## src/rtl/subleq_abc_pkg.sv

```systemverilog
// rtl/subleq_abc_pkg.sv - state codes shared by the SUBLEQ control FSM, datapath and PC incrementer
package subleq_abc_pkg;

    localparam logic [2:0] S_FETCH_ABC    = 3'd0;
    localparam logic [2:0] S_LOAD_ABC     = 3'd1;
    localparam logic [2:0] S_FETCH_MEM_AB = 3'd2;
    localparam logic [2:0] S_LOAD_MEM_AB  = 3'd3;
    localparam logic [2:0] S_EXECUTE      = 3'd4;
    localparam logic [2:0] S_WRITEBACK    = 3'd5;
    // The datapath holds PC for the two codes below.
    localparam logic [2:0] S_IDLE         = 3'd6;
    localparam logic [2:0] S_HALTED       = 3'd7;

    function automatic logic is_fetch(input logic [2:0] s);
        return (s == S_FETCH_ABC) || (s == S_FETCH_MEM_AB);
    endfunction

endpackage

```

## src/rtl/control_abc.sv

```systemverilog
// rtl/control_abc.sv - SUBLEQ sequencing FSM with run/step/halt, memory-wait dwell and retired-instruction counter
module control_abc
    import subleq_abc_pkg::*;
#(
    parameter int MEM_WAIT  = 0,
    parameter int MAX_INSTR = 0,
    parameter int CNT_W     = 32
) (
    input  logic             clk,
    input  logic             rst,
    input  logic             start,
    input  logic             step,
    input  logic             halt_req,
    input  logic             zero,
    input  logic             negative,
    output logic             abc_ld,
    output logic             mem_ab_ld,
    output logic             result_ld,
    output logic             read_en_abc,
    output logic             read_en_ab,
    output logic             write_en_b,
    output logic             pc_ld,
    output logic [2:0]       state,
    output logic             running,
    output logic             halted,
    output logic             branch_taken,
    output logic [CNT_W-1:0] instr_count
);

    localparam logic [3:0]       WAIT_INIT = 4'(MEM_WAIT);
    localparam logic [CNT_W-1:0] MAX_C     = CNT_W'(MAX_INSTR);

    logic [2:0]       state_r;
    logic [2:0]       state_n;
    logic [3:0]       wait_cnt;
    logic             halt_pending;
    logic             step_mode;
    logic [CNT_W-1:0] count_next;
    logic             limit_hit;
    logic             halt_now;
    logic             is_running;

    assign state      = state_r;
    assign is_running = (state_r != S_IDLE) && (state_r != S_HALTED);
    assign count_next = (instr_count == '1) ? instr_count : instr_count + CNT_W'(1);
    assign limit_hit  = (MAX_INSTR != 0) && (count_next == MAX_C);
    assign halt_now   = halt_pending | halt_req | limit_hit;

    always_ff @(posedge clk or posedge rst) begin
        if (rst) begin
            state_r      <= S_IDLE;
            wait_cnt     <= '0;
            halt_pending <= 1'b0;
            step_mode    <= 1'b0;
            instr_count  <= '0;
            branch_taken <= 1'b0;
        end else begin
            state_r <= state_n;
            // Reload on entry so each FETCH state dwells MEM_WAIT+1 cycles.
            if (is_fetch(state_n) && (state_n != state_r))
                wait_cnt <= WAIT_INIT;
            else if (is_fetch(state_r) && (wait_cnt != '0))
                wait_cnt <= wait_cnt - 4'd1;

            if (state_n == S_HALTED)
                halt_pending <= 1'b0;
            else if (is_running && halt_req)
                halt_pending <= 1'b1;

            if ((state_r == S_IDLE || state_r == S_HALTED) && start)
                step_mode <= 1'b0;
            else if (state_r == S_IDLE && step)
                step_mode <= 1'b1;

            if (state_r == S_WRITEBACK)
                instr_count <= count_next;
            branch_taken <= (state_r == S_WRITEBACK) && (zero | negative);
        end
    end

    always_comb begin
        state_n = state_r;
        case (state_r)
            S_IDLE: begin
                if (start || step)
                    state_n = S_FETCH_ABC;
                else if (halt_req)
                    state_n = S_HALTED;
            end
            S_FETCH_ABC:    state_n = (wait_cnt == '0) ? S_LOAD_ABC : S_FETCH_ABC;
            S_LOAD_ABC:     state_n = S_FETCH_MEM_AB;
            S_FETCH_MEM_AB: state_n = (wait_cnt == '0) ? S_LOAD_MEM_AB : S_FETCH_MEM_AB;
            S_LOAD_MEM_AB:  state_n = S_EXECUTE;
            S_EXECUTE:      state_n = S_WRITEBACK;
            S_WRITEBACK: begin
                if (halt_now)
                    state_n = S_HALTED;
                else if (step_mode)
                    state_n = S_IDLE;
                else
                    state_n = S_FETCH_ABC;
            end
            S_HALTED: begin
                if (start)
                    state_n = S_FETCH_ABC;
            end
            default: state_n = S_IDLE;
        endcase
    end

    always_comb begin
        abc_ld      = 1'b0;
        mem_ab_ld   = 1'b0;
        result_ld   = 1'b0;
        read_en_abc = 1'b0;
        read_en_ab  = 1'b0;
        write_en_b  = 1'b0;
        pc_ld       = 1'b0;
        running     = is_running;
        halted      = (state_r == S_HALTED);
        case (state_r)
            S_FETCH_ABC:    read_en_abc = 1'b1;
            S_LOAD_ABC: begin
                read_en_abc = 1'b1;
                abc_ld      = 1'b1;
            end
            S_FETCH_MEM_AB: read_en_ab = 1'b1;
            S_LOAD_MEM_AB: begin
                read_en_ab = 1'b1;
                mem_ab_ld  = 1'b1;
            end
            S_EXECUTE:      result_ld = 1'b1;
            // Flags are stable here because mem_a/mem_b are not reloaded.
            S_WRITEBACK: begin
                write_en_b = 1'b1;
                pc_ld      = zero | negative;
            end
            default: ;
        endcase
    end

endmodule

```

## config.mk

```make
export PLATFORM = sky130hd
export DESIGN_NAME = control_abc
export DESIGN_NICKNAME = d
export VERILOG_FILES = /design/src/rtl/subleq_abc_pkg.sv /design/src/rtl/control_abc.sv
export SDC_FILE = /design/constraint.sdc
export NUM_CORES = 1
export LEC_CHECK = 0
export CAP_MARGIN = 20
export CELL_PAD_IN_SITES_DETAIL_PLACEMENT = 0
export CELL_PAD_IN_SITES_GLOBAL_PLACEMENT = 1
export CORE_MARGIN = 2
export CORE_UTILIZATION = 37
export DETAILED_ROUTE_END_ITERATION = 7
export PLACE_DENSITY_LB_ADDON = 0.15
export RECOVER_POWER = 100
export SLEW_MARGIN = 20
export SYNTH_ARGS = -nofsm -noshare
export SYNTH_HDL_FRONTEND = slang
export SYNTH_SLANG_ARGS = --single-unit
```

## constraint.sdc

```tcl
create_clock -name clk -period 2.9 [get_ports clk]
set_clock_uncertainty 0.1 [all_clocks]
set_input_delay 0.29 -clock clk [delete_from_list [all_inputs] [get_ports clk]]
set_output_delay 0.29 -clock clk [all_outputs]
set_load 0.01 [all_outputs]
```

Figure 1. Met3 routing.
Scale: 3 px per um.
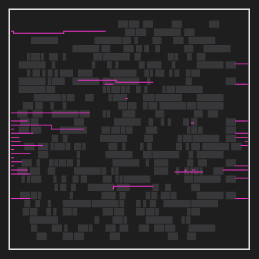
The layer holds 5.0% of the routed length. The layer carries 238 um of wire.
met3 track demand over resource in global routing: 0.0407
vias post-DR: 1763
total routed wirelength: 4720 um

Figure 2. Drive-strength map.
Scale: 4 px per um.
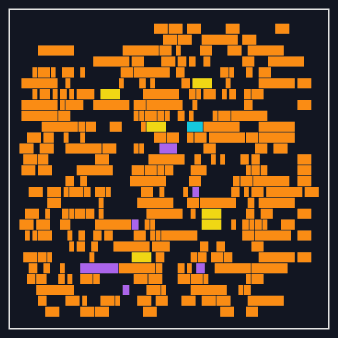
Cyan marks drive 3 to 4, cells 1, share 0.36%. Purple marks drive 2, cells 6, share 2.2%. Orange marks drive 1 or less, cells 261, share 95%. Yellow marks drive 6 and up, cells 6, share 2.2%.

Figure 3. Placed standard cells.
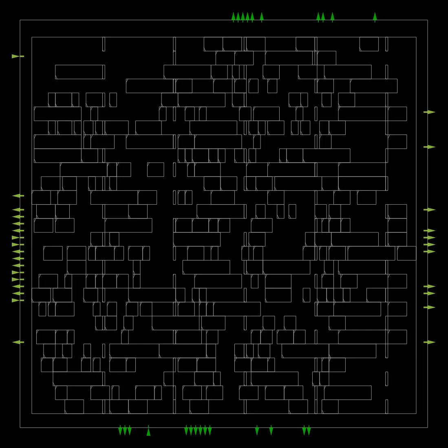
flop count: 42
number of core rows: 27
tapcells inserted: 72
non-filler instance count after layout: 346
Filler Cells Inserted: 541

==> summary.txt <==
The run has ended; figures from its reports follow.

The placeable core region came out at roughly 5500 um^2. The worst flop-to-flop path startpoint is instr_count[0]$_DFFE_PP0P_. The largest single stage delay on the critical path is 0.72 ns. The layout has 7 inverters outside the clock class. Of the available clock period, the critical path in the final layout requires 0.917. The minimum setup slack in the final design is 0.241 ns. The final count of negative-setup-slack endpoints is 0. The endpoint identified for the worst register-to-register timing path is instr_count[3]$_DFFE_PP0P_. In the synthesized netlist, the cells that appear most often are sky130_fd_sc_hd__dfrtp_1 (40), sky130_fd_sc_hd__nor2_1 (27), sky130_fd_sc_hd__xor2_1 (26).

The worst min-delay path startpoint is instr_count[15]$_DFFE_PP0P_. The post-synthesis register bit count came out at approximately 42. The antenna diode count came out at 0.

The distinct cell type count after synthesis came out at 36. The end point of the most critical hold path is instr_count[15]$_DFFE_PP0P_. The endpoint required time on the critical path is 2.51 ns.

The final-layout setup total negative slack is 0 ns. Derived from the worst setup path, the maximum achievable clock frequency is 0.376 GHz. The synthesis-to-finish area growth came out at 31.9%. The initial antenna violation count came to 0. OpenSTA lists the critical path startpoint as state[2]$_DFF_PP1_. met2 track demand over resource after global routing is 0.259. Including well taps, the total number of placed cells is 338. The top cell type in the final layout, fill and taps aside, is sky130_fd_sc_hd__dlygate4sd3_1. The clock buffer and inverter area fraction after layout came out at 0.0328. The biggest area consumer among synthesized cells is sky130_fd_sc_hd__dfrtp_1.

Power attributed to combinational cells is 602 uW. The H-tree was split into 2 levels. The flow ran to the end, and the final reports show no timing, DRC or antenna violations. TritonCTS built the clock tree. The routed via count divided by cell count came out at 5.10. The arrival time of data at the worst endpoint is listed as between 2 and 2.5 ns.

After the last flow step, the layout net total stands at 283. The most frequent cell after synthesis is sky130_fd_sc_hd__dfrtp_1. The share of the final layout cell area in multi-input gates came out at 0.358. The buffer count from post-CTS setup fixing is 0. The cell area after technology mapping came out at between 2000 and 2500 um^2.

By startpoint and endpoint, the worst setup path is classified as reg -> out. The clock transition at the register clock pins on the worst setup and hold paths after CTS is ~0.080 ns. The post-route DRC violation count came out at 0. The area share of the largest cell type after synthesis came out at 0.474. The share of async-settable or async-resettable flops after synthesis is 1.00. The area fraction in mux cells is 0. Of the total power, registers draw 0.458. Headroom to the max-slew limit came out at 0.310. The worst supply voltage drop on vdd came out at ~420 uV. The final design utilization is 0.505. The largest buffer count on any clock path is 2. The cell depth of the worst setup path is 4. Looking at the group totals, the largest power group turns out to be sequential cells. The compound-gate portion of the synthesized area is 0.0676. The number of cells on the worst reg-to-reg path is 7. Looking at the clock tree report, the root buffer type is sky130_fd_sc_hd__clkbuf_8.

The worst-path maximum fanout came out at 19. The largest net degree at the start of global routing came out at between 40 and 50. The wire length of the first global-routing pass came out at 8090 um. The fraction of power consumed by the clock network came out at 0.211. The number of clock sinks came out at 42. The relative area of non-clock buffer cells in the final design came out at 0.188. The count of hold-fix buffers inserted at cts is 0. The power consumed by the clock network came out at around 380 uW. The cell family contributing the most delay on the critical path is flip-flops. The register with the most flip-flops in the layout has 32 of them. Leaving out fill and tap cells, the most frequent cells in the layout are sky130_fd_sc_hd__dlygate4sd3_1 (46), sky130_fd_sc_hd__dfrtp_1 (40), sky130_fd_sc_hd__nor2_1 (27). The leakage power total is 0.00137 uW.

The routability congestion estimate from global placement is between 0.8 and 0.9. The first-pass detailed-route iteration total came out at 4. Setup repair after global routing left no endpoint under its margin. The detailed-routed wire length on met2 came out at 2200 um. The synthesized netlist cell count is around 220. The starting density of the core came out at 0.383.

The all-layer global routing usage is 0.162. Of the cells placed in the final design, the portion with a size suffix greater than 1 is 0.0474. In this run, post-CTS repair resized a total of 0 instances. The largest register by flop count is instr_count.

The final critical-path required period is approximately 2.7 ns. The sequential power reported by the tool is about 830 uW. The slack of the worst reg-to-reg path came out at between 0.4 and 0.5 ns. The first routing iteration left roughly 63 violations. The internal portion of the total power is 1170 uW.

The yosys synthesis warning count came out at 0. Per the post-synthesis report, the nets total 228. STA classifies the critical path endpoint as an output port. In the post-synthesis netlist, the biggest area contributors are sky130_fd_sc_hd__dfrtp_1 (47%), sky130_fd_sc_hd__xor2_1 (11%), sky130_fd_sc_hd__nor2_1 (4.8%).

The busiest metal layer after global routing is met2. The length of routed met3 wiring is roughly 240 um. The I/O pin count is 52. The length of routed wiring on met1 came out at approximately 2200 um. The clock tree buffer count of the final layout came out at 7. The average size of a mapped cell came out at just under 10 um^2. The share of total power in combinational logic is 0.331. In this run the tool buffered the top-level ports with a little over 50 buffer cells. The biggest cell category by area in the final layout is flip-flops and latches. The number of flops mapped to enable cells by yosys came out at 0. The highest-delay cell along the critical path is sky130_fd_sc_hd__dfstp_2.

The cell count listed in synth_stat.txt came out at between 200 and 250. Per the TritonCTS log, the buffer count is 5. The via count of the first global-routing pass was about 1.7k. The sequential cell area is about 1100 um^2. For this run, global-route usage on met1 was measured as 0.213.

The combinational gate count is ~160. The count of final max-slew check failures came out at 0. The count of nets left with antenna violations after detail routing is 0. The buffers plus inverters on the worst setup path is 1.

The average wire per standard cell is around 14 um. The number of signal-net buffers in the layout came out at about 54. The synthesis report names the predominant flop master as sky130_fd_sc_hd__dfrtp_1. The tool warning count came out at 27. The horizontal extent of the die is about 80 um. The count of final hold-check violations came out at 0.

The area used by multi-input combinational logic is 997 um^2. The simple logic cell fraction of the synthesized area came out at 0.250. The flow reported a cell area power density of 654 nW/um^2.

The worst setup path is launched from a flip-flop. The worst slack on hold paths is between 0.3 and 0.4 ns. The total congestion overflow is 0. Listed in order, past its start point the critical path passes nand2_1 > nor2_1 > o21a_1 > dlygate4sd3_1. The class of the worst hold path is reg -> reg. The worst slack after detailed placement is roughly 0.55 ns. The height of the die is slightly below 80 um. The capture point of the critical path was reported as pc_ld.

Signal routing reaches up to met4. The design draws about 1800 uW. The post-detailed-placement half-perimeter wirelength is 3440 um. The proportion of synthesized chip area in sequential cells came out at 0.499. In the synthesized netlist, the dominant kind of combinational cell is simple AND/OR/NAND/NOR gates. The yosys-reported design area after synthesis came out at about 2100 um^2. The switching power summed over all nets is roughly 650 uW. The final instance area is around 2800 um^2. The adder and majority cell fraction of the synthesized area is 0.0178. The fraction of cell area in sequential cells is reported as 0.379. The area share of xor/xnor cells in the synthesized design is 0.141. The worst-margin pin slew is 1.03 ns. The placement stage leaves a total instance area of 2710 um^2. The worst hold path depth is 1. The switching fraction of total power came out at 0.359. The clock latency reported for the late side of the worst-skew pair came out at 0.29 ns. The number of maximum-capacitance violations recorded for the run is 0. After floorplanning, the die was sized to cover ~6300 um^2.
Power is estimated from default activity; no workload was simulated.
